**config.mk**
```make
export PLATFORM = sky130hd
export DESIGN_NAME = vga_pixel_fetch
export DESIGN_NICKNAME = d
export VERILOG_FILES = /design/src/rtl/vga_pixel_fetch.sv
export SDC_FILE = /design/constraint.sdc
export NUM_CORES = 1
export LEC_CHECK = 0
export CAP_MARGIN = 20
export CELL_PAD_IN_SITES_DETAIL_PLACEMENT = 1
export CELL_PAD_IN_SITES_GLOBAL_PLACEMENT = 1
export CORE_ASPECT_RATIO = 1.75
export CORE_UTILIZATION = 42
export CTS_BUF_LIST = sky130_fd_sc_hd__clkbuf_16
export CTS_CLUSTER_SIZE = 24
export DETAILED_ROUTE_END_ITERATION = 12
export GPL_TIMING_DRIVEN = 1
export MAX_ROUTING_LAYER = met4
export PLACE_DENSITY_LB_ADDON = 0.1
export SLEW_MARGIN = 5
export SYNTH_ARGS = -nofsm -noshare
export SYNTH_HDL_FRONTEND = slang
export SYNTH_SLANG_ARGS = --single-unit
```
**constraint.sdc**
```tcl
create_clock -name clk_25mhz -period 11.77 [get_ports clk_25mhz]
set_input_delay 1.177 -clock clk_25mhz [delete_from_list [all_inputs] [get_ports clk_25mhz]]
set_output_delay 1.177 -clock clk_25mhz [all_outputs]
set_load 0.03 [all_outputs]
```
**src/rtl/vga_pixel_fetch.sv**
```systemverilog
// SRAM master for the VGA scan: pipelined pixel reads while visible, write-FIFO drain in blanking.
// Build option VGA_TEST_PATTERN_EN adds a test_mode input that swaps in 8 vertical colour bars.
module vga_pixel_fetch #(
    parameter int unsigned ADDR_W   = 19,
    parameter int unsigned DATA_W   = 12,
    parameter int unsigned RD_LAT   = 2,
    parameter int unsigned WF_DEPTH = 8
) (
    input  logic              clk_25mhz,
    input  logic              rst_n,
    input  logic              en,
    input  logic [ADDR_W-1:0] ctl_addr,
    input  logic              ctl_video_on,
    input  logic              ctl_hsync,
    input  logic              ctl_vsync,
`ifdef VGA_TEST_PATTERN_EN
    input  logic              test_mode,
`endif
    input  logic              wr_valid,
    output logic              wr_ready,
    input  logic [ADDR_W-1:0] wr_addr,
    input  logic [DATA_W-1:0] wr_data,
    output logic [ADDR_W-1:0] sram_addr,
    output logic              sram_oe_n,
    output logic              sram_we_n,
    output logic [DATA_W-1:0] sram_wdata,
    input  logic [DATA_W-1:0] sram_rdata,
    output logic [3:0]        vga_r,
    output logic [3:0]        vga_g,
    output logic [3:0]        vga_b,
    output logic              vga_hsync,
    output logic              vga_vsync
);

    localparam int unsigned L     = RD_LAT + 2;
    localparam int unsigned PTR_W = $clog2(WF_DEPTH);

    typedef enum logic [1:0] {StRead, StTurn, StWrite, StIdle} state_e;

    state_e            r_state;
    logic [ADDR_W-1:0] r_fifo_addr [WF_DEPTH];
    logic [DATA_W-1:0] r_fifo_data [WF_DEPTH];
    logic [PTR_W-1:0]  r_wr_ptr;
    logic [PTR_W-1:0]  r_rd_ptr;
    logic [PTR_W:0]    r_count;
    logic              w_push;
    logic              w_pop;
    logic              w_empty;

    // RGB register is the last delay stage, so video_on needs one fewer stage than the syncs.
    logic [L-2:0]      r_vo;
    logic [L-1:0]      r_hs;
    logic [L-1:0]      r_vs;

    assign wr_ready  = (r_count != (PTR_W+1)'(WF_DEPTH));
    assign w_empty   = (r_count == '0);
    assign w_push    = wr_valid && wr_ready;
    // Leaving READ always costs one turnaround cycle before the first pop.
    assign w_pop     = en && !ctl_video_on && !w_empty && (r_state != StRead);
    assign vga_hsync = r_hs[L-1];
    assign vga_vsync = r_vs[L-1];

    always_ff @(posedge clk_25mhz) begin
        if (w_push) begin
            r_fifo_addr[r_wr_ptr] <= wr_addr;
            r_fifo_data[r_wr_ptr] <= wr_data;
        end
    end

    always_ff @(posedge clk_25mhz or negedge rst_n) begin
        if (!rst_n) begin
            r_wr_ptr <= '0;
            r_rd_ptr <= '0;
            r_count  <= '0;
        end else begin
            if (w_push) r_wr_ptr <= r_wr_ptr + PTR_W'(1);
            if (w_pop)  r_rd_ptr <= r_rd_ptr + PTR_W'(1);
            if (w_push && !w_pop)      r_count <= r_count + (PTR_W+1)'(1);
            else if (!w_push && w_pop) r_count <= r_count - (PTR_W+1)'(1);
        end
    end

    always_ff @(posedge clk_25mhz or negedge rst_n) begin
        if (!rst_n) begin
            r_state    <= StIdle;
            sram_addr  <= '0;
            sram_wdata <= '0;
            sram_oe_n  <= 1'b1;
            sram_we_n  <= 1'b1;
        end else if (!en) begin
            sram_oe_n <= 1'b1;
            sram_we_n <= 1'b1;
        end else if (ctl_video_on) begin
            r_state   <= StRead;
            sram_addr <= ctl_addr;
            sram_oe_n <= 1'b0;
            sram_we_n <= 1'b1;
        end else if (w_pop) begin
            r_state    <= StWrite;
            sram_addr  <= r_fifo_addr[r_rd_ptr];
            sram_wdata <= r_fifo_data[r_rd_ptr];
            sram_oe_n  <= 1'b1;
            sram_we_n  <= 1'b0;
        end else begin
            r_state   <= (r_state == StRead) ? StTurn : StIdle;
            sram_oe_n <= 1'b1;
            sram_we_n <= 1'b1;
        end
    end

`ifdef VGA_TEST_PATTERN_EN
    logic [ADDR_W-1:0] w_col;
    logic [2:0]        w_bar;
    logic [DATA_W-1:0] w_pat;
    logic [DATA_W-1:0] r_pat [L-1];
    logic [L-2:0]      r_tm;

    assign w_col = ctl_addr % ADDR_W'(640);
    assign w_bar = 3'(w_col / ADDR_W'(80));

    always_comb begin
        w_pat = '0;
        case (w_bar)
            3'd0:    w_pat = 12'hFFF;
            3'd1:    w_pat = 12'hFF0;
            3'd2:    w_pat = 12'h0FF;
            3'd3:    w_pat = 12'h0F0;
            3'd4:    w_pat = 12'hF0F;
            3'd5:    w_pat = 12'hF00;
            3'd6:    w_pat = 12'h00F;
            default: w_pat = 12'h000;
        endcase
    end
`endif

    always_ff @(posedge clk_25mhz or negedge rst_n) begin
        if (!rst_n) begin
            r_vo <= '0;
            r_hs <= '1;
            r_vs <= '1;
            {vga_r, vga_g, vga_b} <= '0;
`ifdef VGA_TEST_PATTERN_EN
            r_tm <= '0;
            for (int i = 0; i < int'(L) - 1; i++) r_pat[i] <= '0;
`endif
        end else if (en) begin
            r_vo <= {r_vo[L-3:0], ctl_video_on};
            r_hs <= {r_hs[L-2:0], ctl_hsync};
            r_vs <= {r_vs[L-2:0], ctl_vsync};
`ifdef VGA_TEST_PATTERN_EN
            r_tm     <= {r_tm[L-3:0], test_mode};
            r_pat[0] <= w_pat;
            for (int i = 1; i < int'(L) - 1; i++) r_pat[i] <= r_pat[i-1];
`endif
            if (!r_vo[L-2]) begin
                {vga_r, vga_g, vga_b} <= '0;
            end
`ifdef VGA_TEST_PATTERN_EN
            else if (r_tm[L-2]) begin
                {vga_r, vga_g, vga_b} <= r_pat[L-2];
            end
`endif
            else begin
                {vga_r, vga_g, vga_b} <= sram_rdata;
            end
        end
    end

endmodule

```
==> images/sizes.png <==
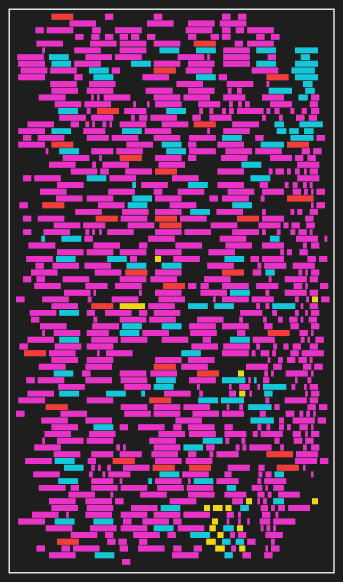
| color | size | cells |
|---|---|---|
| cyan | _2 cells | 100 |
| yellow | _3 and _4 cells | 17 |
| red | _6 and larger | 32 |
| magenta | _0 and _1 cells | 630 |
Synth-to-Final Area Change: 20.27%
Setup WS post-layout: 7.595 ns
post-route cell area: 14630 µm²
bufs w/o clock: 128

==> images/cell_density.png <==
13 x 23 tiles, from black (low) to pale yellow (high), 0 to 100% covered.
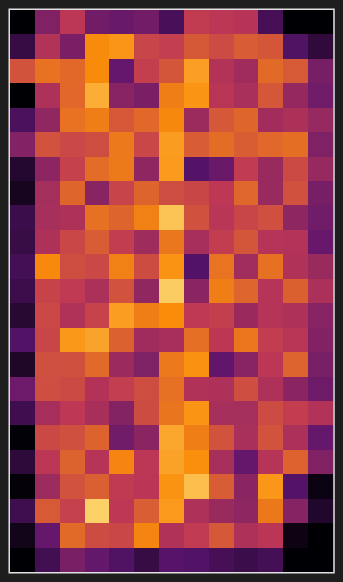
tiles over 75% full: 7.4%
emptiest ninth of the die: south-east
fullest tile: 90%
nearly empty tiles: 3.3%
Init Core Util: 0.4264
final core utilization: 0.5128
CORE AREA: 28520 µm²

==> images/flops_by_reg.png <==
Other sequential cells in the stronger gray, the rest of the logic in the fainter gray.
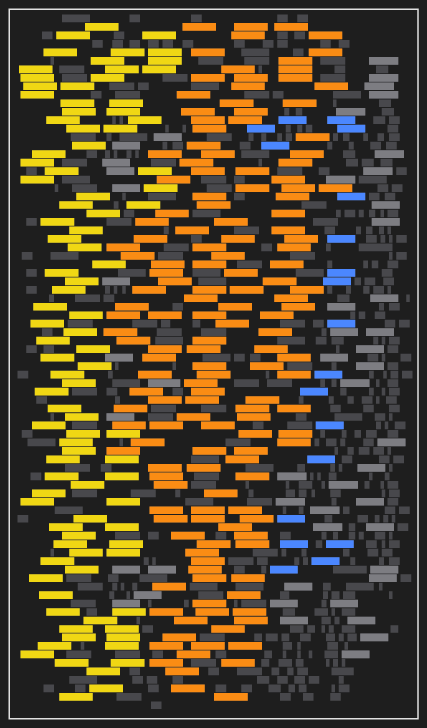
| color | name in the netlist | sequential cells |
|---|---|---|
| yellow | `r_fifo_data` | 96 |
| orange | `r_fifo_addr` | 152 |
| blue | `sram_addr` | 19 |
FF+latch area: 9170 µm²
sequential logic power: 1540 µW

==> summary.txt <==
impl run done, here's what came out: yosys synthesis chip area 12160 µm², post-cts resize count 0, Synth Instances approximately 630, clk slew on worst S/H paths 0.06 ns, grt ovf 0, initial antenna violation count 0, pre-CTS setup slack 7.000 ns, final setup vio count 0, GRT Overall Usage 0.1906, Setup Skew approximately 0.013 ns, biggest area cells edfxtp_1 (61%), dfrtp_1 (12%), mux4_2 (11%), Synth Area in Adders 0.006790, Detailed Place HPWL 15200 µm, initial DRC count 317, RSZ-0062 raised after global routing false, Worst setup EP type flop, number of distinct library cells after synthesis 33, DRT Pass-1 Iters 4, Synth Seq Share 0.7535, largest area contributor in the netlist edfxtp_1, Yosys Warn Count 0, GP Congestion slightly below 0.7, global routing's busiest layer met2, CTS max path bufs 3, MUX share of area 0.1523, Via Count 6077, # diodes 0, CP max FO 48, leakage about 0.005 µW, Finished Layout Cells around 1200, status finished, final reports clean, worst path required time 12.19 ns, wirelength, routed 26230 µm, Post-Synth AOI/OAI Area 0.03158, layout cells sized above 1 0.1913, share of the synthesized area in the top cell type 0.6123, fmax 239.5 MHz, hold buffers post-CTS 0, Yosys Instances 631, Slew @ Worst Pin just over 0.9 ns, worst skew pair latency around 0.55 ns, DRC Markers 0, area of placed instances about 14000 µm², Simple Share, Synth 0.02932, Critical Path AT 4.60 ns, vias per inst 5.252, die height 227.1 µm, stage-log warning count 26, Row Count 82, met3 Usage GRT 0.02303, PD cells 232.2 nW/µm², # IOs 117, max_slew headroom 0.3768, syn_area_per_cell just under 20 µm², final net count 832, DR WL/cell roughly 23 µm, maximum vdd drop 0.0001118 V, # clock sinks 316, vias in the first global route between 6000 and 7000, CTS H-tree depth 1, Fin. Hold Viols 0, post-synth design cell area 12160 µm², met2 Use GR 0.3441, PortBufs 116, critical path type primary input to flop, Fin Setup TNS 0 ns, GR met1 Demand/Resource 0.2167, worst hold path type flop to flop
## per-stage QoR
stage | util | total power, µW
after detailed placement | 0.4814 | 2560
after floorplan | - | 2214
final | 0.5128 | 3396
after CTS | 0.5128 | 3457
after global placement | 0.4814 | 2522
after global routing | 0.5128 | 3563
## cells in the mapped netlist
library cell	n
ha_1	5
mux2i_1	32
and3_1	19
mux4_2	62
nor4_1	1
buf_6	7
o21ai_0	16
nor2_1	3
o21ai_1	31
nand2b_1	2
buf_2	16
clkbuf_1	6
fa_1	1
clkbuf_2	2
edfxtp_1	248
dfrtp_1	56
mux2_2	12
and2_1	1
nor3_1	8
buf_4	2
a21o_1	1
a21oi_1	22
o21a_1	2
xor2_1	1
nor4_2	1
o31ai_1	1
inv_1	16
inv_2	1
dfstp_2	12
a2111oi_0	1
xnor2_1	5
nor3_2	1
nand2_1	37
## worst paths after layout
kind	slack, ns	cells past startpoint	startpoint	end
min in group asynchronous	0.75	1	rst_n	r_count[2]$_DFFE_PN0P_
hold / removal	0.50	2	sram_addr[5]$_DFFE_PN0P_	sram_addr[5]$_DFFE_PN0P_
setup reg to reg	8.26	9	r_count[1]$_DFFE_PN0P_	r_count[3]$_DFFE_PN0P_
setup / recovery	7.59	11	en	r_count[3]$_DFFE_PN0P_
max in group asynchronous	10.33	1	rst_n	r_rd_ptr[0]$_DFFE_PN0P_
hold reg to reg	0.50	2	sram_addr[5]$_DFFE_PN0P_	sram_addr[5]$_DFFE_PN0P_
## critical path, cell delays in order
cell and delay [ns]:
clkdlybuf4s50_1 0.46, buf_4 0.38, o21ai_0 0.23, nor3_2 0.27
inv_2 0.43, ha_1 0.40, inv_1 0.18, ha_1 0.26
a21o_1 0.20, a2111oi_0 0.45, o31ai_1 0.14
## kinds of logic (layout without fill, tap and decap cells)
family,count (synthesis),count (layout)
buffers and inverters,50,198
flip-flops,316,316
XOR/XNOR,6,6
AND/OR/NAND/NOR,73,73
multiplexers,106,106
adder cells (fa/ha/maj),6,6
AND-OR/OR-AND,74,74
## state kept, by name, indices dropped and copies added, names as in the netlist, 4 cells and up
signal       cells
r_vs             4
vga_r            4
r_fifo_addr    152
vga_g            4
vga_b            4
r_fifo_data     96
sram_addr       19
r_count          4
r_hs             4
sram_wdata      12
## power breakdown
part           switching [µW]  leakage, µW  internal, µW
Clock                     389     0.000470           500
Sequential                120      0.00308          1420
Combinational             520      0.00151           444
## layer usage
metal	up-vias	routed length (µm)
li1	2727	-
met1	3172	10290
met2	140	14220
met3	38	1096
met4	0	620
met5	-	0
## layout make-up
cell class,count,area (µm²)
Timing Repair Buffer,128,1249
Clock inverter,23,143.9
Sequential cell,316,9170
Clock buffer,30,750.7
Fill cell,2719,13900
Inverter,17,63.81
Multi-Input combinational cell,265,2776
Tap cell,378,473.0
Power is estimated from default activity; no workload was simulated.
